--- config.mk ---
export PLATFORM = sky130hd
export DESIGN_NAME = seq_detector_param
export DESIGN_NICKNAME = d
export VERILOG_FILES = /design/src/rtl/seq_detector_param.sv
export SDC_FILE = /design/constraint.sdc
export NUM_CORES = 1
export LEC_CHECK = 0
export ABC_AREA = 1
export CAP_MARGIN = 10
export CORE_ASPECT_RATIO = 1.25
export CORE_MARGIN = 1.5
export CORE_UTILIZATION = 61
export CTS_BUF_LIST = sky130_fd_sc_hd__clkbuf_8
export DETAILED_ROUTE_END_ITERATION = 16
export PLACE_DENSITY = 0.92
export SETUP_SLACK_MARGIN = 0.15
export SLEW_MARGIN = 20
export SYNTH_ARGS = -nofsm -noshare
export SYNTH_HDL_FRONTEND = slang
export SYNTH_SLANG_ARGS = --single-unit
--- constraint.sdc ---
create_clock -name clock -period 3.7 [get_ports clock]
set_clock_uncertainty 0.1 [all_clocks]
set_input_delay 0.555 -clock clock [delete_from_list [all_inputs] [get_ports clock]]
set_output_delay 0.555 -clock clock [all_outputs]
set_load 0.03 [all_outputs]
--- src/rtl/seq_detector_param.sv ---
// Serial code-sequence detector with a loadable pattern.
// It compares a bit-serial stream against a PAT_LEN-bit pattern and
// raises a one-cycle gnt_0 pulse on each match.
// Options: overlapping or restarting match windows, a timeout that
// discards a partial sequence (abort pulse), and a saturating 8-bit
// match counter.
module seq_detector_param #(
    parameter int                 PAT_LEN         = 7,
    parameter logic [PAT_LEN-1:0] DEFAULT_PATTERN = 7'b1101011,
    parameter bit                 OVERLAP         = 1'b1,
    parameter int                 TIMEOUT         = 16
) (
    input  logic               clock,
    input  logic               reset,
    input  logic               req_0,
    input  logic               bit_valid,
    input  logic               pattern_load,
    input  logic [PAT_LEN-1:0] pattern_in,
    input  logic               cnt_clr,
    output logic               gnt_0,
    output logic               abort,
    output logic [7:0]         match_count
);

    localparam int FW = $clog2(PAT_LEN + 1);
    localparam int IW = (TIMEOUT > 0) ? $clog2(TIMEOUT + 1) : 1;

    localparam logic [FW-1:0] FILL_FULL = FW'(PAT_LEN);
    localparam logic [IW-1:0] IDLE_LAST = (TIMEOUT > 0) ? IW'(TIMEOUT - 1) : '0;

    typedef enum logic [0:0] {
        EMPTY   = 1'b0,
        COLLECT = 1'b1
    } state_t;

    state_t             state_q, state_d;
    logic [PAT_LEN-1:0] sr_q, sr_d;
    logic [FW-1:0]      fill_q, fill_d;
    logic [IW-1:0]      idle_q, idle_d;
    logic [PAT_LEN-1:0] pat_q, pat_d;
    logic               gnt_q, gnt_d;
    logic               abort_q, abort_d;
    logic [7:0]         cnt_q, cnt_d;

    logic [PAT_LEN-1:0] shifted_s;
    logic [FW-1:0]      fill_inc_s;
    logic               match_s;

    // Saturating increment: the counter sticks at 255 instead of wrapping.
    function automatic logic [7:0] sat_inc(input logic [7:0] v);
        if (v == 8'd255) begin
            return v;
        end else begin
            return v + 8'd1;
        end
    endfunction

    // Next-state logic. Priority: pattern load, then accepted bit, then idle timeout.
    always_comb begin
        state_d    = state_q;
        sr_d       = sr_q;
        fill_d     = fill_q;
        idle_d     = idle_q;
        pat_d      = pat_q;
        gnt_d      = 1'b0;
        abort_d    = 1'b0;
        cnt_d      = cnt_q;
        match_s    = 1'b0;
        shifted_s  = {sr_q[PAT_LEN-2:0], req_0};
        fill_inc_s = (fill_q == FILL_FULL) ? FILL_FULL : (fill_q + 1'b1);

        if (pattern_load) begin
            // A coincident bit_valid is intentionally dropped.
            pat_d   = pattern_in;
            sr_d    = '0;
            fill_d  = '0;
            idle_d  = '0;
            state_d = EMPTY;
        end else if (bit_valid) begin
            sr_d    = shifted_s;
            fill_d  = fill_inc_s;
            idle_d  = '0;
            state_d = COLLECT;
            if ((fill_inc_s == FILL_FULL) && (shifted_s == pat_q)) begin
                match_s = 1'b1;
                gnt_d   = 1'b1;
                if (!OVERLAP) begin
                    // Restart the window so matches never share bits.
                    sr_d    = '0;
                    fill_d  = '0;
                    state_d = EMPTY;
                end else begin
                    // Keep the full window; the next bit may match again.
                    state_d = COLLECT;
                end
            end else begin
                match_s = 1'b0;
            end
        end else if ((TIMEOUT > 0) && (state_q == COLLECT)) begin
            if (idle_q == IDLE_LAST) begin
                sr_d    = '0;
                fill_d  = '0;
                idle_d  = '0;
                abort_d = 1'b1;
                state_d = EMPTY;
            end else begin
                idle_d = idle_q + 1'b1;
            end
        end else begin
            // The idle timer only runs while a partial sequence is held.
            idle_d = (state_q == EMPTY) ? '0 : idle_q;
        end

        if (cnt_clr) begin
            cnt_d = 8'd0;
        end else if (match_s) begin
            cnt_d = sat_inc(cnt_q);
        end else begin
            cnt_d = cnt_q;
        end
    end

    // State and output registers. Reset is asynchronous and restores the default pattern.
    always_ff @(posedge clock or posedge reset) begin
        if (reset) begin
            state_q <= EMPTY;
            sr_q    <= '0;
            fill_q  <= '0;
            idle_q  <= '0;
            pat_q   <= DEFAULT_PATTERN;
            gnt_q   <= 1'b0;
            abort_q <= 1'b0;
            cnt_q   <= 8'd0;
        end else begin
            state_q <= state_d;
            sr_q    <= sr_d;
            fill_q  <= fill_d;
            idle_q  <= idle_d;
            pat_q   <= pat_d;
            gnt_q   <= gnt_d;
            abort_q <= abort_d;
            cnt_q   <= cnt_d;
        end
    end

    assign gnt_0       = gnt_q;
    assign abort       = abort_q;
    assign match_count = cnt_q;

endmodule

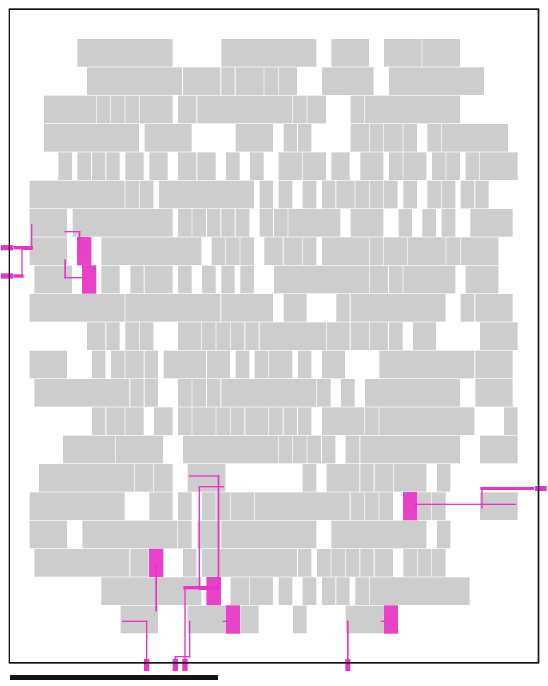
(images/io_fan.png)
Scale bar: 20 microns.
pattern_in -> magenta  # bits 7, direction input, edge 4 bottom, 2 left, 1 right, end cells 7, buffers 7, wire 88.4 microns

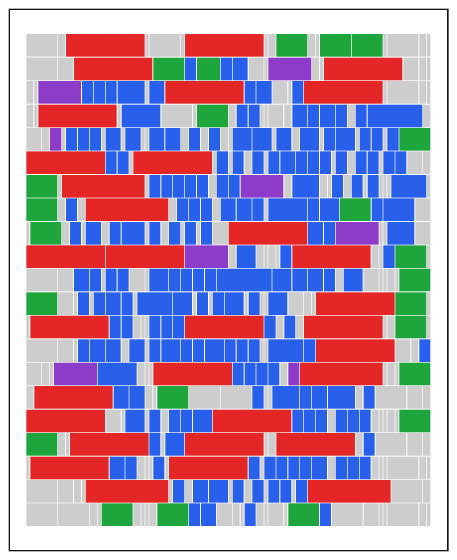
(images/placement_by_type.png)
Fill, decap, tap and diode cells in gray.
combinational and other logic -> blue  # cells 190, share of their area 45%
other buffers and delay cells -> green  # cells 23, share of their area 11%
clock drivers and dummy loads -> purple  # cells 8, share of their area 4.4%
flops -> red  # cells 32, share of their area 40%

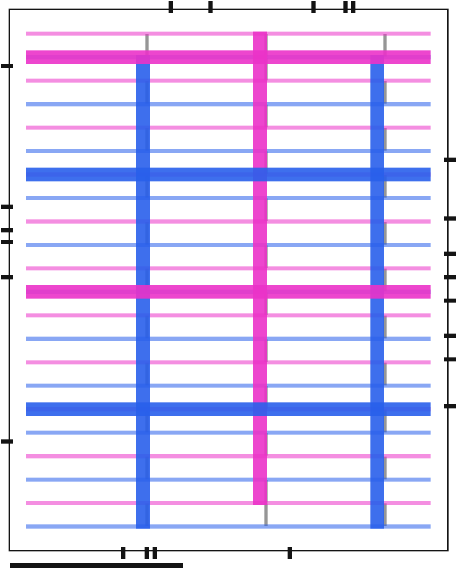
(images/power_grid.png)
Scale bar: 20 microns. Pins as bars on the die edge. Tap cells in gray.
VSS -> blue
VDD -> magenta
rows = 21
met4 straps = 3
met5 straps = 4

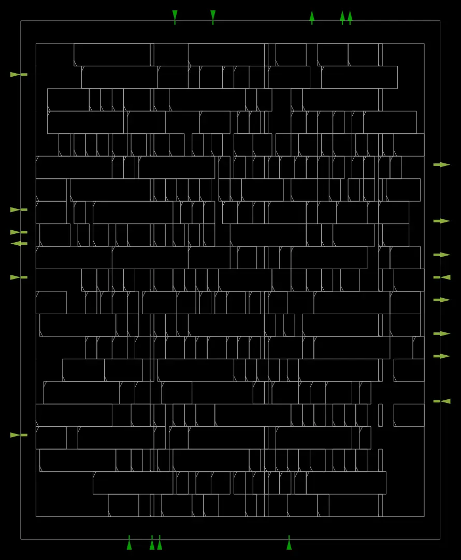
(images/placement.png)
number of well taps: 34
sequential share of cell area: 0.389

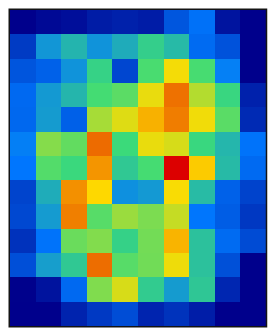
(images/metal_density.png)
10 x 13 tiles, from dark blue (low) to red (high), scaled to the fullest tile. Values are wire area over tile area, all layers added.
nearly empty tiles = 9.2%
emptiest ninth of the die = lower right
fullest tile = 0.48

==> summary.txt <==
Notes from the flow run.

Placement:
- The run puts the half-perimeter wire length of the detailed placement result at 2490 microns.
- At the placement stage, the worst setup path has a slack of 1320 ps.
- The run puts the port buffer count at 22.
- The run puts the cell area reported after detailed placement at 0.00198 sq mm.

Synth:
- The run gives the fraction of synthesized cell area taken by the top area cell type as 0.390.
- The run gives the multiplexer share of the synthesized area as 0.
- The run puts the mean area per synthesized cell at 7.70 sq um.
- The run gives the proportion of synthesized chip area in sequential cells as 0.466.
- The run puts the adder and majority gate portion of the synthesized area at 0.0217.
- The run gives the chip area from the yosys synthesis statistics as 0.00173 sq mm.
- The run puts the compound-cell area share of the yosys netlist at 0.0700.
- The synthesis run shows the most used standard cells to be nand2_1, inv_1, dfrtp_1.
- The run gives the simple-gate share of the synthesized area as 0.328.

Finish:
- The run gives the footprint of the flip-flops and latches as 807 sq um.
- The run puts the final non-filler cell area at 0.00207 sq mm.
- By instance count after routing, the leading logic cell types are nand2_1, inv_1, dfrtp_1.
- By instance count after routing, the leading logic cell type is nand2_1.
- The run gives the area taken by multi-input logic gates as 771 sq um.
- The run gives the number of non-clock buffers in the layout as 23.
- The run gives the final layout net count as 268.
- Compared with the post-synthesis result, the final layout area differs by 19.6%.
- Non-clock inverters in the final layout number 36.
- The run gives the number of antenna repair diodes as 0.
- There are 32 flip-flops and latches.
- The run gives the fraction of area in multi-input gates as 0.372.
- The register with the most flip-flops in the layout has 8 of them.
- The run puts the fraction of layout instances using a drive strength above 1 at 0.0870.

Power:
- The run gives the power of the combinational group as 0.0759 mW.
- The run puts the net switching fraction of the power at 0.246.
- The run puts the clock network power consumption at 0.267 mW.
- The analysis attributes to net switching a power of 0.177 mW.
- The run gives the share of total power in combinational logic as 0.106.
- The largest share of the power goes to sequential cells.
- The run puts the sequential-cell power consumption at 0.374 mW.
- The highest supply drop recorded on VDD is 0.341 mV.

Drt:
- The run gives the number of remaining DRC errors as 0.
- In this run the top signal layer used is met4.
- The run gives the routed length on met2 as 1740 microns.
- Once iteration 0 of detailed routing completed, the report listed 39 DRC markers.
- The run gives the total met3 wirelength after detailed routing as 178 microns.
- The detailed router reported a total wirelength of 3440 microns.

CTS:
- The run gives the latest clock arrival within the worst-skew pair as 290 ps.
- The run puts the total of hold buffers inserted after clock tree synthesis at 0.
- The run gives the clock tree from TritonCTS as yes.
- The run puts the total clock sinks at 32.
- The tree is rooted in a clkbuf_8.
- Clock tree synthesis inserted a total of 5 buffers.

Min path:
- The run gives the end point of the worst hold path as idle_q[0]$_DFF_PP0_.
- STA reports the tightest min-delay check as being of type flop to flop.

Final timing:
- For the final routed database, the setup TNS stands at 0 ps.
- Timing would allow up to 468 MHz.
- The run puts the final hold slack at 361 ps.
- The run gives the worst setup slack after layout as 1570 ps.
- Looking at the max-slew report, the worst-margin pin has a slew of 606 ps.
- The run puts the worst max-slew margin expressed relative to the limit at 0.595.

Global route:
- The run puts the total congestion overflow after global routing at 0.
- The run gives the met3 usage in global routing as 0.0574.
- The first global-routing pass estimated 6390 microns of wire.
- The global routing stage identified its most utilized layer as met2.

Worst setup path:
- The run puts the count of buffering cells on the critical path with inverters included at 1.
- In this run the critical register-to-register path is launched from match_count[0]$_DFFE_PP0P_.
- The run gives the endpoint kind of the worst setup timing path as an output port.
- The signal on the critical path passes through clkdlybuf4s50_1.
- For the worst setup path, the data arrival time is 1480 ps.
- The run gives the endpoint of the worst register-to-register path as match_count[1]$_DFFE_PP0P_.
- The worst register-to-register path depth is 7.
- The run gives the number of stages on the worst setup path as 1.
- The slowest stage of the critical path belongs to the cell clkdlybuf4s50_1.

Floorplan:
- The run gives the initial core utilization as 0.647.
- The floorplan step defined a die boundary enclosing 0.00317 sq mm.
- In this run the horizontal extent of the chip is 50.7 microns.
- The run gives the I/O pin count as 23.
- The run puts the die height at 62.6 microns.

Run status:
- The run finished with clean final reports.
Power figures rest on the tool's default switching activity, not on a simulated workload.
